==> config.mk <==
export PLATFORM = sky130hd
export DESIGN_NAME = lsu
export DESIGN_NICKNAME = d
export VERILOG_FILES = /design/src/rtl/lsu_pkg.sv /design/src/rtl/lsu_extract.sv /design/src/rtl/lsu.sv
export SDC_FILE = /design/constraint.sdc
export NUM_CORES = 1
export LEC_CHECK = 0
export CORE_MARGIN = 1
export CORE_UTILIZATION = 40
export DETAILED_ROUTE_END_ITERATION = 10
export PLACE_DENSITY_LB_ADDON = 0.25
export SYNTH_ARGS = -nofsm -noshare
export SYNTH_HDL_FRONTEND = slang
export SYNTH_SLANG_ARGS = --single-unit
==> constraint.sdc <==
create_clock -name clk_i -period 4.31 [get_ports clk_i]
set_clock_uncertainty 0.1 [all_clocks]
set_input_delay 0.431 -clock clk_i [delete_from_list [all_inputs] [get_ports clk_i]]
set_output_delay 0.431 -clock clk_i [all_outputs]
set_load 0.05 [all_outputs]
==> src/rtl/lsu_pkg.sv <==
// rtl/lsu_pkg.sv - funct3 codes and FSM state encoding for the load/store unit
package lsu_pkg;

  localparam logic [2:0] F3_LB  = 3'b000;
  localparam logic [2:0] F3_LH  = 3'b001;
  localparam logic [2:0] F3_LW  = 3'b010;
  localparam logic [2:0] F3_LBU = 3'b100;
  localparam logic [2:0] F3_LHU = 3'b101;

  typedef enum logic [2:0] {
    ST_IDLE     = 3'd0,
    ST_LOAD     = 3'd1,
    ST_RMW_READ = 3'd2,
    ST_WRITE    = 3'd3,
    ST_DONE     = 3'd4
  } state_t;

endpackage

==> src/rtl/lsu_extract.sv <==
// rtl/lsu_extract.sv - little-endian lane select with sign/zero extension
module lsu_extract
  import lsu_pkg::*;
(
  input  logic [31:0] word,
  input  logic [1:0]  offset,
  input  logic [2:0]  size,
  output logic [31:0] data
);

  logic [7:0]  lane_b;
  logic [15:0] lane_h;

  // Pick the addressed byte/halfword and widen it according to funct3
  always_comb begin
    lane_b = word[{offset, 3'b000} +: 8];
    lane_h = offset[1] ? word[31:16] : word[15:0];
    data   = word;
    case (size)
      F3_LB:   data = {{24{lane_b[7]}}, lane_b};
      F3_LBU:  data = {24'h000000, lane_b};
      F3_LH:   data = {{16{lane_h[15]}}, lane_h};
      F3_LHU:  data = {16'h0000, lane_h};
      default: data = word;
    endcase
  end

endmodule

==> src/rtl/lsu.sv <==
// rtl/lsu.sv - load/store unit FSM in front of the dm word port
module lsu
  import lsu_pkg::*;
(
  input  logic        clk_i,
  input  logic        rst_ni,
  input  logic        req_i,
  input  logic        we_i,
  input  logic [2:0]  size_i,
  input  logic [31:0] addr_i,
  input  logic [31:0] wd_i,
  output logic [31:0] rd_o,
  output logic        stall_o,
  output logic        err_o,
  output logic [31:0] dm_a_o,
  output logic [31:0] dm_wd_o,
  output logic        dm_we_o,
  input  logic [31:0] dm_rd_i
);

  state_t      state;
  logic [31:0] addr_q;
  logic [2:0]  size_q;
  logic [15:0] wd_lo_q;   // only the low halfword is needed after acceptance
  logic [31:0] merge_q;
  logic [31:0] load_data;
  logic [31:0] merged;
  logic        req_bad;

  lsu_extract u_extract (
    .word   (dm_rd_i),
    .offset (addr_q[1:0]),
    .size   (size_q),
    .data   (load_data)
  );

  // Classify the incoming request as invalid or misaligned
  always_comb begin
    req_bad = 1'b0;
    case (size_i)
      F3_LB:   req_bad = 1'b0;
      F3_LH:   req_bad = addr_i[0];
      F3_LW:   req_bad = |addr_i[1:0];
      F3_LBU:  req_bad = we_i;
      F3_LHU:  req_bad = we_i | addr_i[0];
      default: req_bad = 1'b1;
    endcase
  end

  // Overlay the store byte/halfword onto the word fetched from dm
  always_comb begin
    merged = dm_rd_i;
    if (size_q == F3_LB) merged[{addr_q[1:0], 3'b000} +: 8] = wd_lo_q[7:0];
    else                 merged[{addr_q[1], 4'b0000} +: 16] = wd_lo_q;
  end

  assign dm_a_o  = {addr_q[31:2], 2'b00};
  assign dm_wd_o = merge_q;
  assign dm_we_o = (state == ST_WRITE);
  assign stall_o = req_i && (state != ST_DONE);

  // Request sequencing: accept, load / read-modify-write / write, then one DONE cycle
  always_ff @(posedge clk_i or negedge rst_ni) begin
    if (!rst_ni) begin
      state   <= ST_IDLE;
      addr_q  <= '0;
      size_q  <= '0;
      wd_lo_q <= '0;
      merge_q <= '0;
      rd_o    <= '0;
      err_o   <= 1'b0;
    end else begin
      case (state)
        ST_IDLE: begin
          if (req_i) begin
            addr_q  <= addr_i;
            size_q  <= size_i;
            wd_lo_q <= wd_i[15:0];
            if (req_bad) begin
              err_o <= 1'b1;
              rd_o  <= '0;
              state <= ST_DONE;
            end else if (!we_i) begin
              state <= ST_LOAD;
            end else if (size_i == F3_LW) begin
              merge_q <= wd_i;
              state   <= ST_WRITE;
            end else begin
              state <= ST_RMW_READ;
            end
          end
        end
        ST_LOAD: begin
          rd_o  <= load_data;
          state <= ST_DONE;
        end
        ST_RMW_READ: begin
          merge_q <= merged;
          state   <= ST_WRITE;
        end
        ST_WRITE: begin
          state <= ST_DONE;
        end
        ST_DONE: begin
          err_o <= 1'b0;
          state <= ST_IDLE;
        end
        default: state <= ST_IDLE;
      endcase
    end
  end

endmodule

==> run_1/m1.png <==
Scale bar: 50 um. Cells faint in the background.
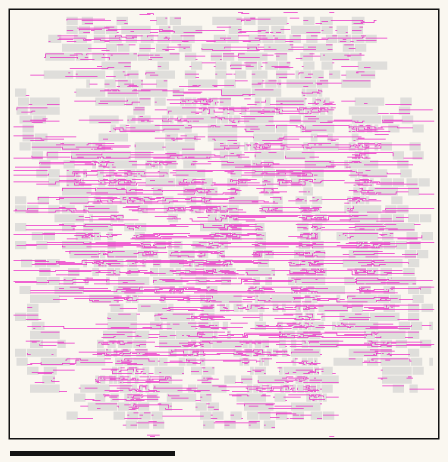
The layer carries 8720 um of wire. The wires run mostly horizontal. The longest straight run is 50.9 um. The layer holds 43% of the routed length.

==> run_1/m2.png <==
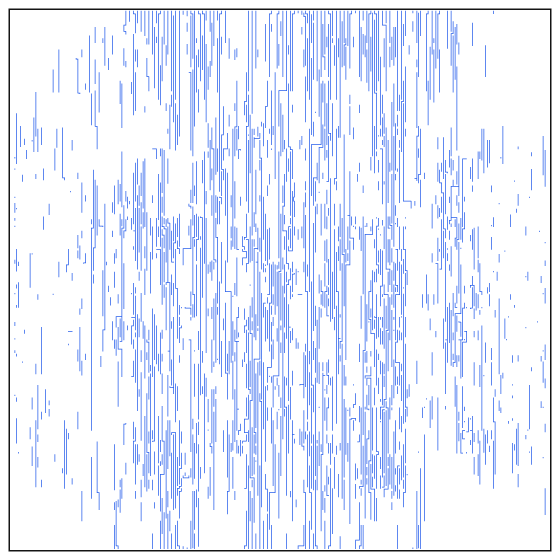
The layer holds 48% of the routed length. The wires run mostly vertical.

==> metrics.cfg, run 1 <==
[run_status]
outcome=complete, no violations

[worst_setup_path]
timing.rr.start=size_q[1]$_DFFE_PN0P_
startpoint_type=flop
timing.critical_path.fanout_max=65
timing.critical_path.required_ns=4.54
timing.reg2reg.worst_path_depth=4
critical_path.reg2reg.endpoint=dm_wd_o[17]$_DFFE_PN0P_
cp_data_arrival_time_ns=3.05
rrSetupSlack_ns=1.49
crit_type=reg -> reg
critPathCaptureType=flop
worstSetupStartpoint=size_q[1]$_DFFE_PN0P_
cp-endpoint=dm_wd_o[17]$_DFFE_PN0P_

[cts]
clock_tree_from_tritoncts=yes
htree_levels=4
post_cts_resized=0
clock-sinks=119
cts_root_buf=clkbuf_16
cts_hold_repair.buffers=0
worst_skew_pair.late_latency_ns=0.41
cts_buffers=17
max-clock-path-buffers=2
postCtsSetupBuffers=0

[cells_and_area]
seq_area_frac=0.333
finalInstanceArea_um2=8940
area_growth_from_synthesis_to_layout_pct=36.9
nFillCells=1399
n_clock_buffer=26
finalNetCount=879
storage_element_area_um2=2980
non_clock_inverter_count=17
utilization=0.563
layout.comb_gates.multi_input=405
area_share_nonclk_buffers=0.233
comb-cell-share=0.338
signal_buffers=211
layout.area.top_class=logic gates
clock_area_frac=0.0589
numSequentialCells=119
layout-drive-gt1-share=0.131
layout.cells.most_common_list=clkdlybuf4s50_1 (198), dfrtp_1 (118), nand2_1 (58)
final-instance-count-excl-fill=997
layout.cells.most_common=clkdlybuf4s50_1

[synthesis]
synth_adder_area_share=0.00958
share_of_synthesized_registers_carrying_an_async_set_or_reset=1.00
mappedNetlistArea_um2=6530
yosys.area_share.xor_xnor=0
enable_flop_cells=0
syn_area_cell_um2=10.4
yosys.area_share.simple=0.0820
yosys_warnings=0
postSynthCellCount=626
synth_cell_types=43
synth.area.mux_share=0.153
ys_seq_elements=119
synthAoiAreaFrac=0.216
synthTopLogicFamily=AND-OR/OR-AND gates
yosys-stat-cells=626

[place]
numPortBuffers=199
placedCellCount=968
placement.cell_area_um2=8420
place_worst_setup_slack_ns=1.27
routability_cong=0.869

[die]
die_width_um=130
rows=46
io-pin-count=202
taps=216
floorplan.initialDensity=0.411
die_height_um=130
dieArea_um2=16800
core_um2=15900

[routing]
detail_route.iter0.violations=369
detailroute.wirelength.met3_um=1440
met2RoutedLength_um=9700
remaining_drc_errors=0
top_signal_layer_used=met4
via_per_inst=5.77
drtPass1Iterations=6
wl_met1_um=8720
vias=5748
drtAntennaViolNets=0
route.detailed.wl_per_inst_um=20.3
postRouteWirelength_um=20200

[run]
number_of_warning_messages_in_the_logs=30

[timing]
grt_setup_unrepaired=false
fin_worst_hold_slack_ns=0.0689
timing.setup.tns_ns=0
slew_headroom=0.203
drv_slew=0
worst_pin_slew_ns=1.19
timing.fmax_ghz=0.354
final_worst_setup_slack_ns=1.49
final-setup-viol-count=0
final_count_of_hold_timing_violations=0

[global_route]
grt_start_max_net_pins=78
gr-usage-met1=0.332
gr-usage-all-layers=0.244
grt.busiest_layer=met2
antenna_violations_before_repair=0
vias_in_the_first_global_route=5515
globalRouteMet2Util=0.385
use_met3=0.0554
grt_pass1_wl_um=31000
grt_remaining_overflow=0

[power_and_ir_drop]
irDropWorstVdd_v=0.000401
leakagePower_nw=3.69
pd_cells_nw_per_um2=854

[min_path]
hp-class=in -> async

==> run_1/m3.png <==
Scale bar: 50 um.
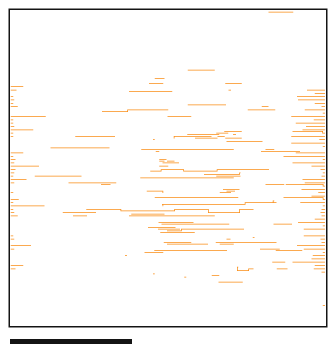
140 nets have wire on it. The longest straight run is 38.2 um. The layer holds 7.1% of the routed length. The layer carries 1440 um of wire. The wires run mostly horizontal.

[run 1: worst max-delay path, cell delays in order, from the launching register on]
cell and delay, ns:
dfrtp_1 0.93, or3_2 0.99, a221oi_1 0.12, a211o_1 0.37, a31oi_1 0.20
[run 1: sequential cells by signal (all words and copies together), names as in the netlist]
register and cells:
err_o 1, size_q 3, wd_lo_q 16, dm_wd_o 32, state 3, addr_q 32, rd_o 32
[run 1: worst min-delay path by stage]
stage	from	to	slack, ns	depth (start not counted)
global route	rst_ni	rd_o[30]$_DFFE_PN0P_	0.15	1
CTS	rst_ni	rd_o[30]$_DFFE_PN0P_	0.12	1
detailed placement	rd_o[15]$_DFFE_PN0P_	rd_o[15]$_DFFE_PN0P_	0.37	1
floorplan	rst_ni	addr_q[0]$_DFFE_PN0P_	0.04	0
global placement	rd_o[15]$_DFFE_PN0P_	rd_o[15]$_DFFE_PN0P_	0.36	1
finish	rst_ni	rd_o[30]$_DFFE_PN0P_	0.07	1
[run 1: where the power goes]
group | switching (mW) | internal [mW] | leakage (nW)
combinational | 2.63 | 1.55 | 2.00
sequential | 0.537 | 1.65 | 1.44
clock | 0.479 | 0.798 | 0.258
total | 3.64 | 3.99 | 3.69
[run 1: synthesized netlist by cell type, drive strengths merged, types with 4 or more instances]
cell type / n / area [um2]
mux2: 52 / 586
clkbuf: 26 / 97.6
a211o: 32 / 280
dfrtp: 119 / 2980
a221o: 17 / 170
nand2: 59 / 221
a21oi: 49 / 245
nor2: 5 / 18.8
mux2i: 41 / 410
nor3: 4 / 20.0
o21ai: 25 / 125
or3: 8 / 50.1
ha: 5 / 62.6
inv: 17 / 63.8
nor2b: 9 / 56.3
nand3: 7 / 35.0
a221oi: 33 / 289
buf: 60 / 385
a31oi: 34 / 213
==> run_1/m4.png <==
Scale bar: 50 um.
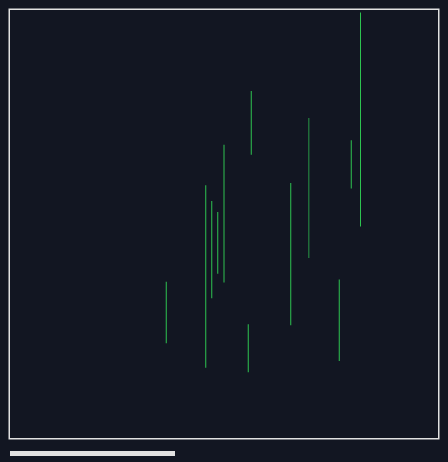

==> run 1 -> run 2 <==
==> constraint.sdc (replaced) <==
create_clock -name clk_i -period 2.6 [get_ports clk_i]
set_clock_uncertainty 0.1 [all_clocks]
set_input_delay 0.26 -clock clk_i [delete_from_list [all_inputs] [get_ports clk_i]]
set_output_delay 0.26 -clock clk_i [all_outputs]
set_load 0.05 [all_outputs]
==> run_2/m4.png <==
Scale bar: 50 um.
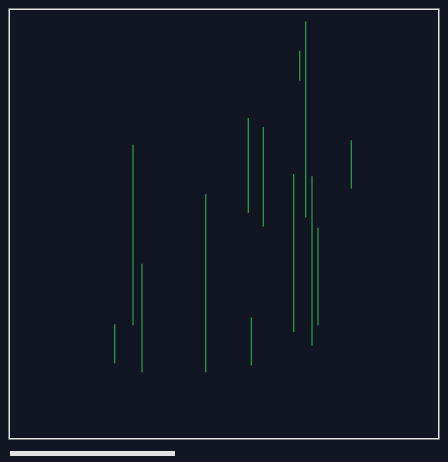
The longest straight run is 59.2 um. The layer holds 2.2% of the routed length. 9 nets have wire on it. The wires run mostly vertical. The layer carries 435 um of wire.

==> metrics.cfg, run 2 <==
[synthesis]
synthDominantCellAreaShare=0.456
share_of_synthesized_registers_carrying_an_async_set_or_reset=1.00
area_leaders=dfrtp_1 (46%), mux2_2 (9.0%), mux2i_1 (6.3%)
ys_seq_share=0.456
postSynthCellCount=626
synth_dominant_cell_count=dfrtp_1
top_cell_types_by_occurrence_after_synthesis=dfrtp_1 (119), nand2_1 (59), mux2_2 (52)
cell_type_contributing_the_most_total_cell_area_after_synthesis=dfrtp_1
enable_flop_cells=0
synth_cell_types=43
yosys-stat-cells=626
mappedNetlistArea_um2=6530

[cells_and_area]
area_growth_from_synthesis_to_layout_pct=40.9
finalInstanceArea_um2=9200
nFillCells=1374
finalNetCount=892
final-instance-count-excl-fill=1013
utilization=0.579
storage_element_area_um2=2980
layout.cells.most_common_list=clkdlybuf4s50_1 (196), dfrtp_1 (118), nand2_1 (58)

[cts]
cts_root_buf=clkbuf_16
clock_tree_from_tritoncts=yes
htree_levels=4
max-clock-path-buffers=2
worst_skew_pair.late_latency_ns=0.42
cts_buffers=17
clock-sinks=119

[worst_setup_path]
crit_type=reg -> reg
timing.critical_path.fanout_max=21
timing.critical_path.required_ns=2.84
crit_slowest_cell=dfrtp_2
startpoint_type=flop
worst_path_largest_cell_delay_ns=0.40
cp_data_arrival_time_ns=2.50
cell_repeated_most_along_the_worst_path=buf_4
critical_path.cell_chain=buf_4 > ha_1 > nor4bb_1 > buf_4 > a221oi_1 > a211o_1 > a31oi_1

[routing]
drtPass1Iterations=4
via_per_inst=5.67
wl_met1_um=8920
route.detailed.wl_per_inst_um=20.0
detailroute.wirelength.met3_um=1300
met2RoutedLength_um=9610
detail_route.iter0.violations=334
postRouteWirelength_um=20300
drtAntennaViolNets=0
vias=5744
top_signal_layer_used=met4

[die]
floorplan.initialDensity=0.411
die_width_um=130
die_height_um=130
dieArea_um2=16800
rows=46

[timing]
final_count_of_hold_timing_violations=0
final-setup-viol-count=0
final_worst_setup_slack_ns=0.337
grt_setup_unrepaired=false
slew_headroom=0.453
worst_pin_slew_ns=0.818
timing.setup.tns_ns=0
timing.fmax_ghz=0.442
drv_slew=0

[power_and_ir_drop]
irDropWorstVdd_v=0.000820
pd_cells_nw_per_um2=1440

[global_route]
grt.busiest_layer=met2
grt_start_max_net_pins=120
grt_remaining_overflow=0
grt_pass1_wl_um=31200
gr-usage-all-layers=0.247
gr-usage-met1=0.333
globalRouteMet2Util=0.391
use_met3=0.0504

[place]
place_worst_setup_slack_ns=0.0857
dpl.hpwl_um=14700
placement.cell_area_um2=8540
numPortBuffers=199
routability_cong=0.869

[min_path]
hp-class=in -> reg

[run_status]
outcome=complete, no violations

[run]
number_of_warning_messages_in_the_logs=32

==> run_2/m2.png <==
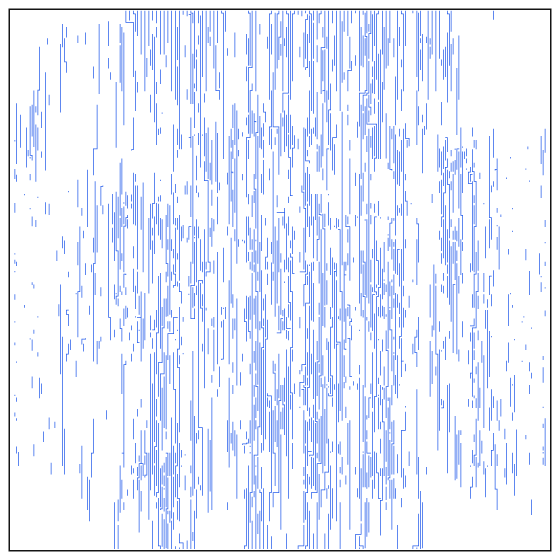
783 nets have wire on it. The longest straight run is 52.7 um.

-- run 2: cell counts after synthesis --
Identical to the previous run, type by type.
-- run 2: layout make-up --
| type | count | area share |
|---|---|---|
| Clock buffer | 24 | 0.0523 |
| Inverter | 17 | 0.00693 |
| Timing Repair Buffer | 224 | 0.241 |
| Tap cell | 216 | 0.0294 |
| Sequential cell | 119 | 0.324 |
| Multi-Input combinational cell | 405 | 0.328 |
| Clock inverter | 8 | 0.0182 |
-- run 2: final timing paths --
check / cells after the start / start / slack [ns] / endpoint
max reg2reg: 7 / addr_q[1]$_DFFE_PN0P_ / 0.34 / dm_wd_o[27]$_DFFE_PN0P_
min in group asynchronous: 3 / rst_ni / 0.32 / rd_o[26]$_DFFE_PN0P_
min: 3 / wd_i[20] / 0.31 / dm_wd_o[20]$_DFFE_PN0P_
max: 7 / addr_q[1]$_DFFE_PN0P_ / 0.34 / dm_wd_o[27]$_DFFE_PN0P_
max in group asynchronous: 3 / rst_ni / 1.50 / rd_o[16]$_DFFE_PN0P_
min reg2reg: 1 / rd_o[15]$_DFFE_PN0P_ / 0.38 / rd_o[15]$_DFFE_PN0P_
-- run 2: power breakdown --
group	internal, mW	switching, mW
Clock	1.77	0.827
Sequential	2.74	0.747
Combinational	2.65	4.50
-- run 2: logic make-up (layout without fill, tap and decap cells) --
logic type	after synthesis	count (layout)	synth area share
muxes	93	93	0.153
and+or+nand+nor	106	106	0.0820
other	1	2	0.000574
AOI/OAI and AO/OA	199	199	0.216
buffers and inverters	103	273	0.0837
DFF	119	119	0.456
adders and majority gates	5	5	0.00958
-- run 2: repair_timing --
| action | in CTS | in global routing |
|---|---|---|
| endpoints found under the hold margin | 119 | 0 |
| hold buffers | 1 | 0 |
| resized | 0 | 1 |
| endpoints found under the setup margin | 0 | 1 |
| buffers inserted | 0 | 0 |
==> run_2/m3.png <==
Scale bar: 50 um.
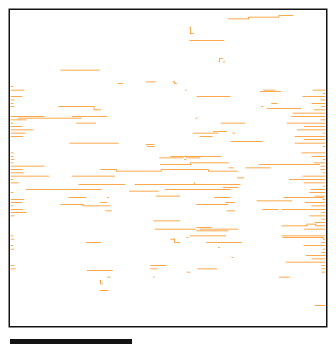

==> run 2 -> run 3 <==
--- a/config.mk
+++ b/config.mk
@@ -5,10 +5,11 @@
 export SDC_FILE = /design/constraint.sdc
 export NUM_CORES = 1
 export LEC_CHECK = 0
-export CORE_MARGIN = 1
+export CORE_MARGIN = 5
 export CORE_UTILIZATION = 40
 export DETAILED_ROUTE_END_ITERATION = 10
 export PLACE_DENSITY_LB_ADDON = 0.25
+export RECOVER_POWER = 25
 export SYNTH_ARGS = -nofsm -noshare
 export SYNTH_HDL_FRONTEND = slang
 export SYNTH_SLANG_ARGS = --single-unit
==> run_3/m3.png <==
Scale bar: 50 um.
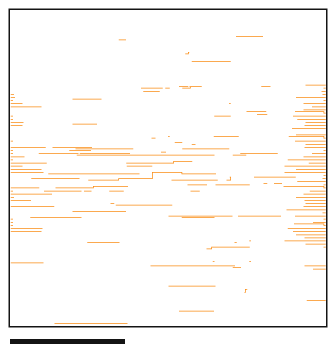
The wires run mostly horizontal. The longest straight run is 59.8 um. The layer holds 7.7% of the routed length. 132 nets have wire on it.

==> metrics.cfg, run 3 <==
[worst_setup_path]
cp_data_arrival_time_ns=2.12
timing.critical_path.fanout_max=8
critical_path.cell_chain=inv_1 > nor3_1 > clkdlybuf4s50_1
timing.critical_path.required_ns=2.24
startpoint_type=flop
crit_type=reg -> out
worst_path_largest_cell_delay_ns=0.84
crit_slowest_cell=clkdlybuf4s50_1
critPathCaptureType=primary output

[cts]
cts_root_buf=clkbuf_16
post_cts_resized=0
cts_buffers=17
max-clock-path-buffers=2
htree_levels=4
clock-sinks=119
clock_tree_from_tritoncts=yes

[synthesis]
ys_seq_elements=119
synth_dominant_cell_count=dfrtp_1
synthTopLogicFamily=AND-OR/OR-AND gates
ys_seq_share=0.456
enable_flop_cells=0
cell_type_contributing_the_most_total_cell_area_after_synthesis=dfrtp_1
yosys.area_share.xor_xnor=0
syn_area_cell_um2=10.4
postSynthCellCount=626
area_leaders=dfrtp_1 (46%), mux2_2 (9.0%), mux2i_1 (6.3%)
synth_cell_types=43
synthAoiAreaFrac=0.216
yosys-stat-cells=626
synthDominantCellAreaShare=0.456
synth.area.mux_share=0.153
share_of_synthesized_registers_carrying_an_async_set_or_reset=1.00
yosys.area_share.simple=0.0820
synth_adder_area_share=0.00958

[routing]
route.detailed.wl_per_inst_um=20.6
drtPass1Iterations=5
met2RoutedLength_um=10300
drtAntennaViolNets=0
wl_met1_um=8660
via_per_inst=5.59
top_signal_layer_used=met4
vias=5659
remaining_drc_errors=0
detail_route.iter0.violations=511
detailroute.wirelength.met3_um=1600

[cells_and_area]
nFillCells=1360
utilization=0.570
area_growth_from_synthesis_to_layout_pct=39.1
layout.cells.most_common_list=clkdlybuf4s50_1 (196), dfrtp_1 (118), nand2_1 (58)
final-instance-count-excl-fill=1013
finalInstanceArea_um2=9080
layout-drive-gt1-share=0.146
layout.cells.most_common=clkdlybuf4s50_1

[place]
numPortBuffers=199
routability_cong=0.855
placement.cell_area_um2=8560
place_worst_setup_slack_ns=0.197
dpl.hpwl_um=15800

[die]
dieArea_um2=19000
die_height_um=138
floorplan.initialDensity=0.410
io-pin-count=202
die_width_um=138
rows=46

[global_route]
grt_remaining_overflow=0
gr-usage-met1=0.287
grt_pass1_wl_um=31800
vias_in_the_first_global_route=5664
antenna_violations_before_repair=0
gr-usage-all-layers=0.218
grt.busiest_layer=met2
use_met3=0.0530
globalRouteMet2Util=0.359

[timing]
final-setup-viol-count=0
slew_headroom=0.393
fin_worst_hold_slack_ns=0.313
grt_setup_unrepaired=false
final_count_of_hold_timing_violations=0
worst_pin_slew_ns=0.911
final_worst_setup_slack_ns=0.121
drv_slew=0
timing.fmax_ghz=0.403

[power_and_ir_drop]
power.switching_fraction=0.472
power.combinational.fraction=0.560
share_clk_of_total_power=0.166
pd_cells_nw_per_um2=1410
internal_power_mw=6.74
irDropWorstVdd_v=0.000767
p_seq_mw=3.50
switching_power_mw=6.03
comb-power_mw=7.15
sequential_cell_fraction_of_total_power=0.274
clock_power_mw=2.11
largestPowerGroup=combinational logic

[min_path]
hp-class=in -> reg

[run_status]
outcome=complete, no violations

[run]
number_of_warning_messages_in_the_logs=30

==> run_3/m1.png <==
Scale bar: 50 um. Cells faint in the background.
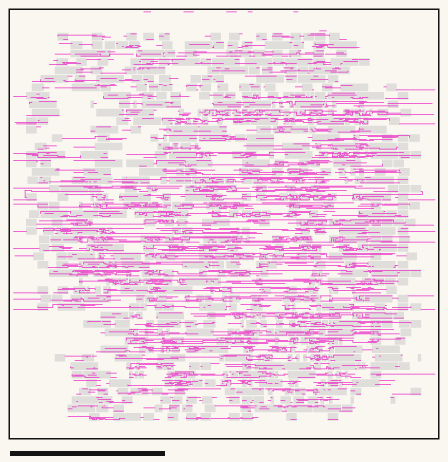
The layer holds 42% of the routed length. The wires run mostly horizontal. The layer carries 8660 um of wire. 791 nets have wire on it.

-- run 3: cell types whose count changed in the layout (fill, tap and decap cells not counted), sizes merged --
cell and delta:
bufinv -4, clkbuf +3, dlygate4sd3 +1, buf +1
dlymetal6s2s -1
-- run 3: path summary, 6_finish.rpt --
| kind | from | end | slack [ns] | cells past startpoint |
|---|---|---|---|---|
| hold reg to reg | rd_o[0]$_DFFE_PN0P_ | rd_o[0]$_DFFE_PN0P_ | 0.39 | 2 |
| setup / recovery | state[1]$_DFFE_PN0P_ | dm_we_o | 0.12 | 3 |
| setup reg to reg | addr_q[1]$_DFFE_PN0P_ | dm_wd_o[24]$_DFFE_PN0P_ | 0.47 | 7 |
| max in group asynchronous | rst_ni | addr_q[21]$_DFFE_PN0P_ | 0.54 | 3 |
| min in group asynchronous | rst_ni | rd_o[10]$_DFFE_PN0P_ | 0.42 | 2 |
| hold / removal | wd_i[16] | dm_wd_o[16]$_DFFE_PN0P_ | 0.31 | 3 |
-- run 3: cell families after synthesis --
logic type	after synthesis
AOI/OAI and AO/OA	199
DFF	119
and+or+nand+nor	106
buffers and inverters	103
muxes	93
adders and majority gates	5
other	1
-- run 3: what timing repair did --
action / 4_1_cts / 5_1_grt
hold buffers: 1 / 0
hold endpoints to repair: 34 / 0
buffers inserted: 0 / 0
setup endpoints to repair: 0 / 0
-- run 3: cell type report --
type / instances / area [um2] / share of cell area
multi-input cells: 405 / 3020 / 0.333
flip-flops and latches: 119 / 2980 / 0.328
repair buffers: 227 / 2220 / 0.245
clock buffers: 25 / 475 / 0.0524
well taps: 216 / 270 / 0.0298
inverters: 17 / 63.8 / 0.00703
clock inverters: 4 / 47.5 / 0.00524
-- run 3: worst max-delay path, delay by kind of cell, from the launching register on --
kind	cells	cell delay, ns
buf+inv	2	1.01
flops	1	0.48
simple gates	1	0.22

==> gallery <==
The clock network.
image #1
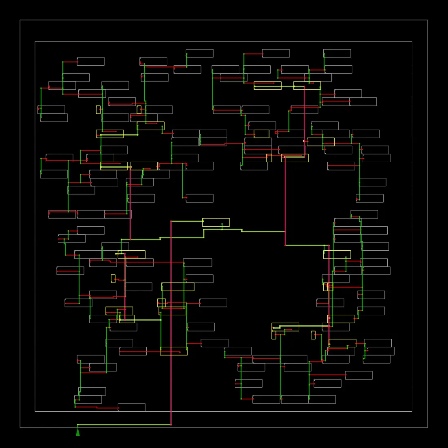
image #2
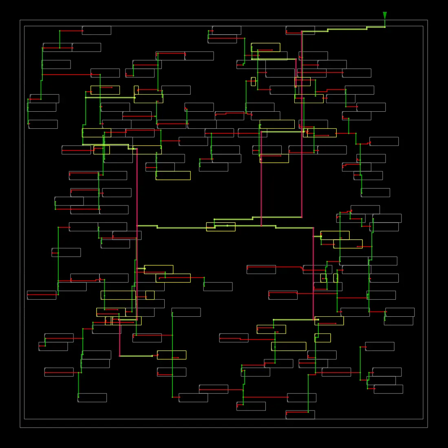
| from | picture |
|---|---|
| run 2 | image #2 |
| run 3 | image #1 |

No activity file was given, so power comes from the tool's default toggle rates.
